### src/rtl/write_back_buffer_pkg.sv
// Shared CPU parameters for the D-cache write-back path.
package write_back_buffer_pkg;
    localparam int WORD             = 32;
    localparam int LINE_WORDS_DEF   = 4;
    localparam int CACHE_LINE_WIDTH = WORD * LINE_WORDS_DEF;
    localparam int ADDR_W_DEF       = 32;
    localparam int OFS_W_DEF        = $clog2(CACHE_LINE_WIDTH / 8);
    localparam logic [1:0] AXI_BURST_INCR = 2'b01;
    localparam logic [2:0] AXI_SIZE_4B    = 3'b010;
endpackage

### src/rtl/write_back_buffer.sv
// Single-entry write-back buffer: captures one evicted line and replays it
// as an AXI INCR burst (AW, then W beats, then B), with a line-address hazard check.
module write_back_buffer
    import write_back_buffer_pkg::*;
#(
    parameter int WORD_W     = WORD,
    parameter int LINE_WORDS = LINE_WORDS_DEF,
    parameter int ADDR_W     = ADDR_W_DEF
) (
    input  logic                       clk,
    input  logic                       rst,
    input  logic                       we,
    input  logic [ADDR_W-1:0]          in_addr,
    input  logic [WORD_W*LINE_WORDS-1:0] in_line,
    output logic                       ready,
    output logic                       awvalid,
    output logic [ADDR_W-1:0]          awaddr,
    output logic [7:0]                 awlen,
    input  logic                       awready,
    output logic                       wvalid,
    output logic [WORD_W-1:0]          wdata,
    output logic [WORD_W/8-1:0]        wstrb,
    output logic                       wlast,
    input  logic                       wready,
    input  logic                       bvalid,
    output logic                       bready,
    input  logic [ADDR_W-1:0]          chk_addr,
    output logic                       chk_hit
);
    localparam int LINE_W = WORD_W * LINE_WORDS;
    localparam int OFS_W  = $clog2(LINE_WORDS * WORD_W / 8);
    localparam int CNT_W  = $clog2(LINE_WORDS);
    localparam logic [CNT_W-1:0]  CNT_LAST = CNT_W'(LINE_WORDS - 1);
    localparam logic [ADDR_W-1:0] HI_MASK  = ~((ADDR_W'(1) << OFS_W) - ADDR_W'(1));

    localparam logic [1:0] S_IDLE = 2'd0;
    localparam logic [1:0] S_AW   = 2'd1;
    localparam logic [1:0] S_W    = 2'd2;
    localparam logic [1:0] S_B    = 2'd3;

    logic [1:0]        state, state_nxt;
    logic [CNT_W-1:0]  cnt;
    logic [ADDR_W-1:0] addr_q;
    logic [LINE_W-1:0] line_q;

    always_ff @(posedge clk) begin
        if (rst) begin
            state  <= S_IDLE;
            cnt    <= '0;
            addr_q <= '0;
            line_q <= '0;
        end else begin
            state <= state_nxt;
            // Capture only when empty; a we while busy never touches the held line.
            if (state == S_IDLE && we) begin
                addr_q <= in_addr;
                line_q <= in_line;
                cnt    <= '0;
            end else if (state == S_W && wready) begin
                cnt <= (cnt == CNT_LAST) ? '0 : cnt + CNT_W'(1);
            end
        end
    end

    always_comb begin
        state_nxt = state;
        case (state)
            S_IDLE: if (we)                       state_nxt = S_AW;
            S_AW:   if (awready)                  state_nxt = S_W;
            S_W:    if (wready && cnt == CNT_LAST) state_nxt = S_B;
            S_B:    if (bvalid)                   state_nxt = S_IDLE;
            default:                              state_nxt = S_IDLE;
        endcase
    end

    always_comb begin
        ready   = (state == S_IDLE);
        awvalid = (state == S_AW);
        wvalid  = (state == S_W);
        bready  = (state == S_B);
        wlast   = (state == S_W) && (cnt == CNT_LAST);
        awaddr  = addr_q & HI_MASK;
        awlen   = 8'(LINE_WORDS - 1);
        wstrb   = '1;
        wdata   = line_q[cnt*WORD_W +: WORD_W];
        // Offset bits are masked out so any byte inside the held line matches.
        chk_hit = (state != S_IDLE) && (((chk_addr ^ addr_q) & HI_MASK) == '0);
    end
endmodule

### config.mk
export PLATFORM = sky130hd
export DESIGN_NAME = write_back_buffer
export DESIGN_NICKNAME = d
export VERILOG_FILES = /design/src/rtl/write_back_buffer_pkg.sv /design/src/rtl/write_back_buffer.sv
export SDC_FILE = /design/constraint.sdc
export NUM_CORES = 1
export LEC_CHECK = 0
export ABC_AREA = 1
export CAP_MARGIN = 20
export CORE_ASPECT_RATIO = 0.8
export CORE_MARGIN = 5
export CORE_UTILIZATION = 31
export DETAILED_ROUTE_END_ITERATION = 10
export GPL_TIMING_DRIVEN = 1
export PLACE_DENSITY = 0.65
export SLEW_MARGIN = 10
export SYNTH_ARGS = -nofsm -noshare
export SYNTH_HDL_FRONTEND = slang
export SYNTH_SLANG_ARGS = --single-unit
### constraint.sdc
create_clock -name clk -period 1.8 [get_ports clk]
set_input_delay 0.45 -clock clk [delete_from_list [all_inputs] [get_ports clk]]
set_output_delay 0.45 -clock clk [all_outputs]
set_load 0.03 [all_outputs]
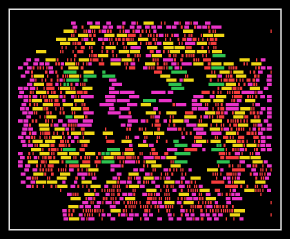
Figure 1: run 1, cell classes on the final placement.
Drawn at 1.5 px/um.
Green stands for clock drivers and dummy loads, cells 31. Red stands for combinational and other logic, cells 816. Magenta stands for remaining buffers and delay cells, cells 330. Yellow stands for sequential cells, cells 160.
Core Util, Final: 53.43%
sequential share of cell area: 26.57%

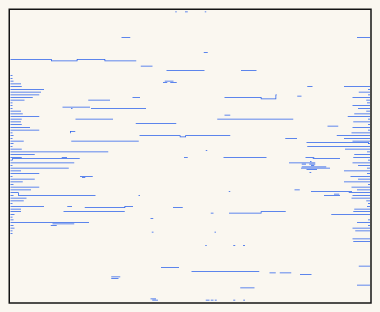
Figure 2: run 1, met3 routing.
Drawn at 2 px/um.
170 nets have wire on it. The wires run mostly horizontal. The longest straight run is 48.5 um. The layer carries 1,620 um of wire.
via count of the routed design: 7,739
grt met3 use: 4.725%
WL final: 27,420 um

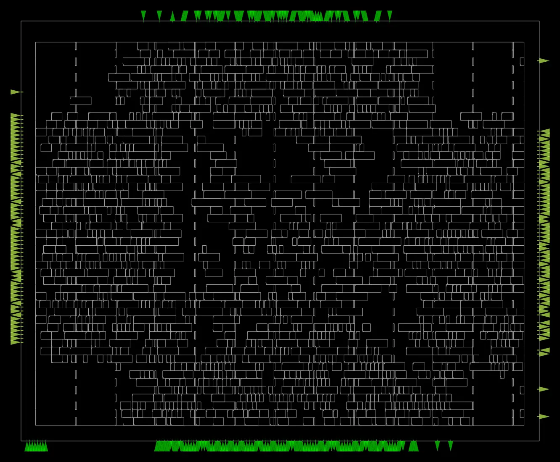
Figure 3: run 1, placement view.
flop count: 160
Post-Layout Cell Count: 1,644
Taps Inserted: 306

==> impl_metrics.tcl, run 1 <==
# metrics dict for downstream scripts
set metrics [dict create \
    outcome "finished, violations left" \
    failed_checks "setup timing" \
    place_congestion 0.8752 \
    netlist_area_um2 7176 \
    fin_skew_ns 0.006833 \
    crit_family "buffers and inverters" \
    common_cells "375 x nor2_1, 224 x o21ai_0, 160 x dfxtp_1" \
    ys_sh_simple_pct 23.98 \
    dr.pass1.iters 5 \
    worstHoldPathCells 2 \
    log.warning_count 40 \
    largest_reg_flops 128 \
    critPathBufInv 4 \
    power.leakage_uw 0.005217 \
    yosys_area_um2 7176 \
    n_clock_buffer 18 \
    num_antenna_cells 1 \
    comb_cells 759 \
    top_layer "met4" \
    synth.most_common_cell "nor2_1" \
    path_class "reg2out" \
    switching_power_uw 6450 \
    clockBufferDepth 2 \
    worst_setup_path_end_kind "output port" \
    seq_cell_power_uw 5140 \
    grt_pass1_vias 7462 \
    edf_count 0 \
    first_iter_violations 576 \
    mux_share_pct 0 \
    yosysTopAreaCellShare_pct 44.64 \
    finalWorstSetupSlack_ns -0.3353 \
    fill_cells 2124 \
    switching_share_pct 39.16 \
    pwr_density_cell_nw_per_um2 1363 \
    fmax_mhz 468.3 \
    drive_gt1_share_pct 19.82 \
    crit_path_cell_trace "clkinv_8 > buf_8 > clkbuf_16 > o21ai_2 > o22ai_2 > buf_6" \
    r2r-end "state[1]$_SDFFE_PP0P_" \
    cts_setup_buffers 9 \
    buffer_area_share_pct 31.01 \
    htree_num_levels 4 \
    cp-start-kind "register" \
    core.rowCount 49 \
    synth-async-reset-ratio_pct 0 \
    clkTransAtPathRegs_ns 0.06 \
    core_um2 22620 \
    critPathRequiredTime_ns 1.35 \
    regMostFlops "line_q" \
    placedInstanceArea_um2 10140 \
    power_uw 16470 \
    grt_busiest_layer "met2" \
    setup_viol 34 \
    place_ws_ns -0.3815 \
    antenna_found_initial 1 \
    drv_cap 0 \
    die_x_um 180.1 \
    ys_seq_share_pct 44.64 \
    largest_class "combinational gates" \
    grt_max_degree 51 \
    holdCritPathClass "reg2reg" \
    wl_met1_um 12640 \
    largest_area_cell "dfxtp_1" \
    dp_cells 1573 \
    powerClk_uw 3770 \
    combinationalPower_uw 7560 \
]
==> run 2: changes to the inputs <==
--- a/config.mk
+++ b/config.mk
@@ -10,10 +10,12 @@
 export CORE_ASPECT_RATIO = 0.8
 export CORE_MARGIN = 5
 export CORE_UTILIZATION = 31
+export CTS_BUF_LIST = sky130_fd_sc_hd__clkbuf_8 sky130_fd_sc_hd__clkbuf_16
 export DETAILED_ROUTE_END_ITERATION = 10
 export GPL_TIMING_DRIVEN = 1
-export PLACE_DENSITY = 0.65
+export PLACE_DENSITY = 0.67
 export SLEW_MARGIN = 10
 export SYNTH_ARGS = -nofsm -noshare
 export SYNTH_HDL_FRONTEND = slang
 export SYNTH_SLANG_ARGS = --single-unit
+export TNS_END_PERCENT = 10
==> constraint.sdc (replaced) <==
create_clock -name clk -period 1.88 [get_ports clk]
set_input_delay 0.47 -clock clk [delete_from_list [all_inputs] [get_ports clk]]
set_output_delay 0.47 -clock clk [all_outputs]
set_load 0.03 [all_outputs]
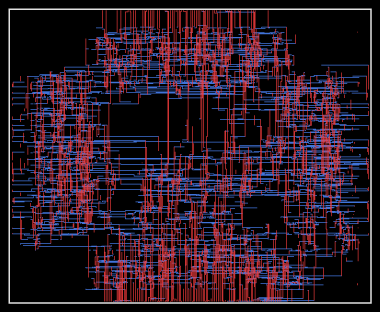
Figure 4: run 2, metal layers overlaid.
Drawn at 2 px/um. Two of the layers only.
Red stands for metal 2, wire length 12,000 um. Blue stands for metal 1, wire length 11,800 um.
via count of the routed design: 7,499
DR WL/cell: 15.97 um
Total GRT Usage: 17.80%
WL final: 25,750 um

==> impl_metrics.tcl, run 2 <==
# metrics dict for downstream scripts
set metrics [dict create \
    cts_tree "yes" \
    comb_share_pct 31.32 \
    portBuffers 255 \
    clockBufferDepth 2 \
    cts_buffers 17 \
    r2r-end "state[0]$_SDFFE_PP0P_" \
    flop-count 160 \
    die_y_um 146.1 \
    n_all_buffers 300 \
    wl_met1_um 11830 \
    holdCritPathClass "reg2reg" \
    n_clock_buffer 21 \
    synth.most_common_cell "nor2_1" \
    place_congestion 0.8420 \
    drc 0 \
    synthXorXnorAreaFrac_pct 0.2441 \
    ys_sh_simple_pct 23.98 \
    nNonClkInverters 56 \
    top_layer "met5" \
    worstPathArrival_ns 1.66 \
    grt_pass1_vias 7033 \
    seq_cell_power_uw 4830 \
    vias_per_cell 4.649 \
    failed_checks "setup timing" \
    drive_gt1_share_pct 12.95 \
    cp_max_fo 2 \
    hold_violations 0 \
    logic_family "simple AND/OR/NAND/NOR gates" \
    cts_setup_buffers 1 \
    r2r_start "cnt[0]$_SDFFE_PP0P_" \
    crit_end "chk_hit" \
    maxSlewViolCount 0 \
    final_layout_top_logic_cells "359 x nor2_1, 190 x o21ai_0, 167 x clkdlybuf4s50_1" \
    die_x_um 180.1 \
    crit_path_cell_trace "clkdlybuf4s50_1 > inv_1 > nand2_1 > nand2_1 > nor2_1 > nand2_1 > nor2_1 > nand2_1 > nor2_4 > buf_6" \
    crit_family "buffers and inverters" \
    p_int_uw 9231 \
    yosys_area_um2 7176 \
    reg2reg_depth 8 \
    cpMostUsedCell "nand2_1" \
    path_class "in2out" \
    first_iter_violations 431 \
    cts-resized-gates 97 \
    antenna_found_initial 4 \
    fin_skew_ns 0.007612 \
    ant_nets 0 \
    worst_setup_path_end_kind "output port" \
    grtUsageMet2_pct 28.41 \
    regArea_um2 3216 \
    dp_cells 1563 \
    grt_max_degree 52 \
    log.warning_count 40 \
    buffer_area_share_pct 29.30 \
    synth.distinct_cells 19 \
    cpMaxStageDelayCell "clkdlybuf4s50_1" \
    regMostFlops "line_q" \
    fmax_mhz 468.9 \
    outcome "finished, violations left" \
    powerClk_uw 3500 \
    postSynthCellCount 1047 \
    common_cells "375 x nor2_1, 224 x o21ai_0, 160 x dfxtp_1" \
    rsz0062_at_grt "true" \
    finish.utilization_pct 49.79 \
    ys_cells 1047 \
    comb_cells 759 \
    peakVddDrop_uv 622.4 \
    netlist_area_um2 7176 \
    yosys_warnings 0 \
    dr.pass1.iters 5 \
    grt_pass1_wl_um 38050 \
    synth.area.top_cells "dfxtp_1 45%, nor2_1 20%, o21ai_0 16%" \
    hold_ws_ns 0.4773 \
    edf_count 0 \
    power_uw 15050 \
    finalClockPeriodUsage_pct 113.4 \
    critPathBufInv 3 \
    hpwl_um 16890 \
    layout.area.comb_um2 3528 \
    cts-root-buf "clkbuf_16" \
    fill_cells 2216 \
    area_growth_pct 56.98 \
    yosysTopAreaCellShare_pct 44.64 \
    worstHoldPathCells 2 \
    dieArea_um2 26310 \
    mux_share_pct 0 \
    power_frac_comb_pct 44.6 \
    fin_tns_setup_ns -5.881 \
    dr_wl_met3_um 1615 \
    synth-async-reset-ratio_pct 0 \
    drv_cap 0 \
    clock_sinks 160 \
    htree_num_levels 4 \
    aoi_share_pct 19.98 \
    layout.nets 1498 \
    clkTransAtPathRegs_ns 0.06 \
    r2r_slack_ns 0.28 \
    reg_top3 "line_q (128), addr_q (28)" \
    num_antenna_cells 2 \
    gr-usage-met3_pct 5.247 \
    pwr_density_cell_nw_per_um2 1336 \
    fin_cells 1613 \
    place_ws_ns -0.3694 \
    core.rowCount 49 \
    largest_class "combinational gates" \
    placedInstanceArea_um2 10120 \
    largest_area_cell "dfxtp_1" \
    ys_seq_share_pct 44.64 \
    synthFlopType "dfxtp_1" \
    critPathRequiredTime_ns 1.41 \
    seqPwrFrac_pct 32.1 \
    core_um2 22620 \
    sh_seq_area_pct 28.55 \
    nWellTaps 306 \
    grt_busiest_layer "met2" \
    power.leakage_uw 0.004869 \
    combinationalPower_uw 6710 \
    max_stage_delay_ns 0.45 \
    largest_reg_flops 128 \
    ys_seq_elements 160 \
    power.group.top "combinational cells" \
    finalWorstSetupSlack_ns -0.2527 \
    finalCriticalPeriod_ns 2.133 \
    switching_share_pct 38.66 \
    ys_sh_adder_pct 1.046 \
    design_area_um2 11260 \
    hold_buffers 0 \
    cp-start-kind "primary input" \
    switching_power_uw 5818 \
    setup_viol 34 \
    met2WireLength_um 11970 \
    overflow 0 \
]
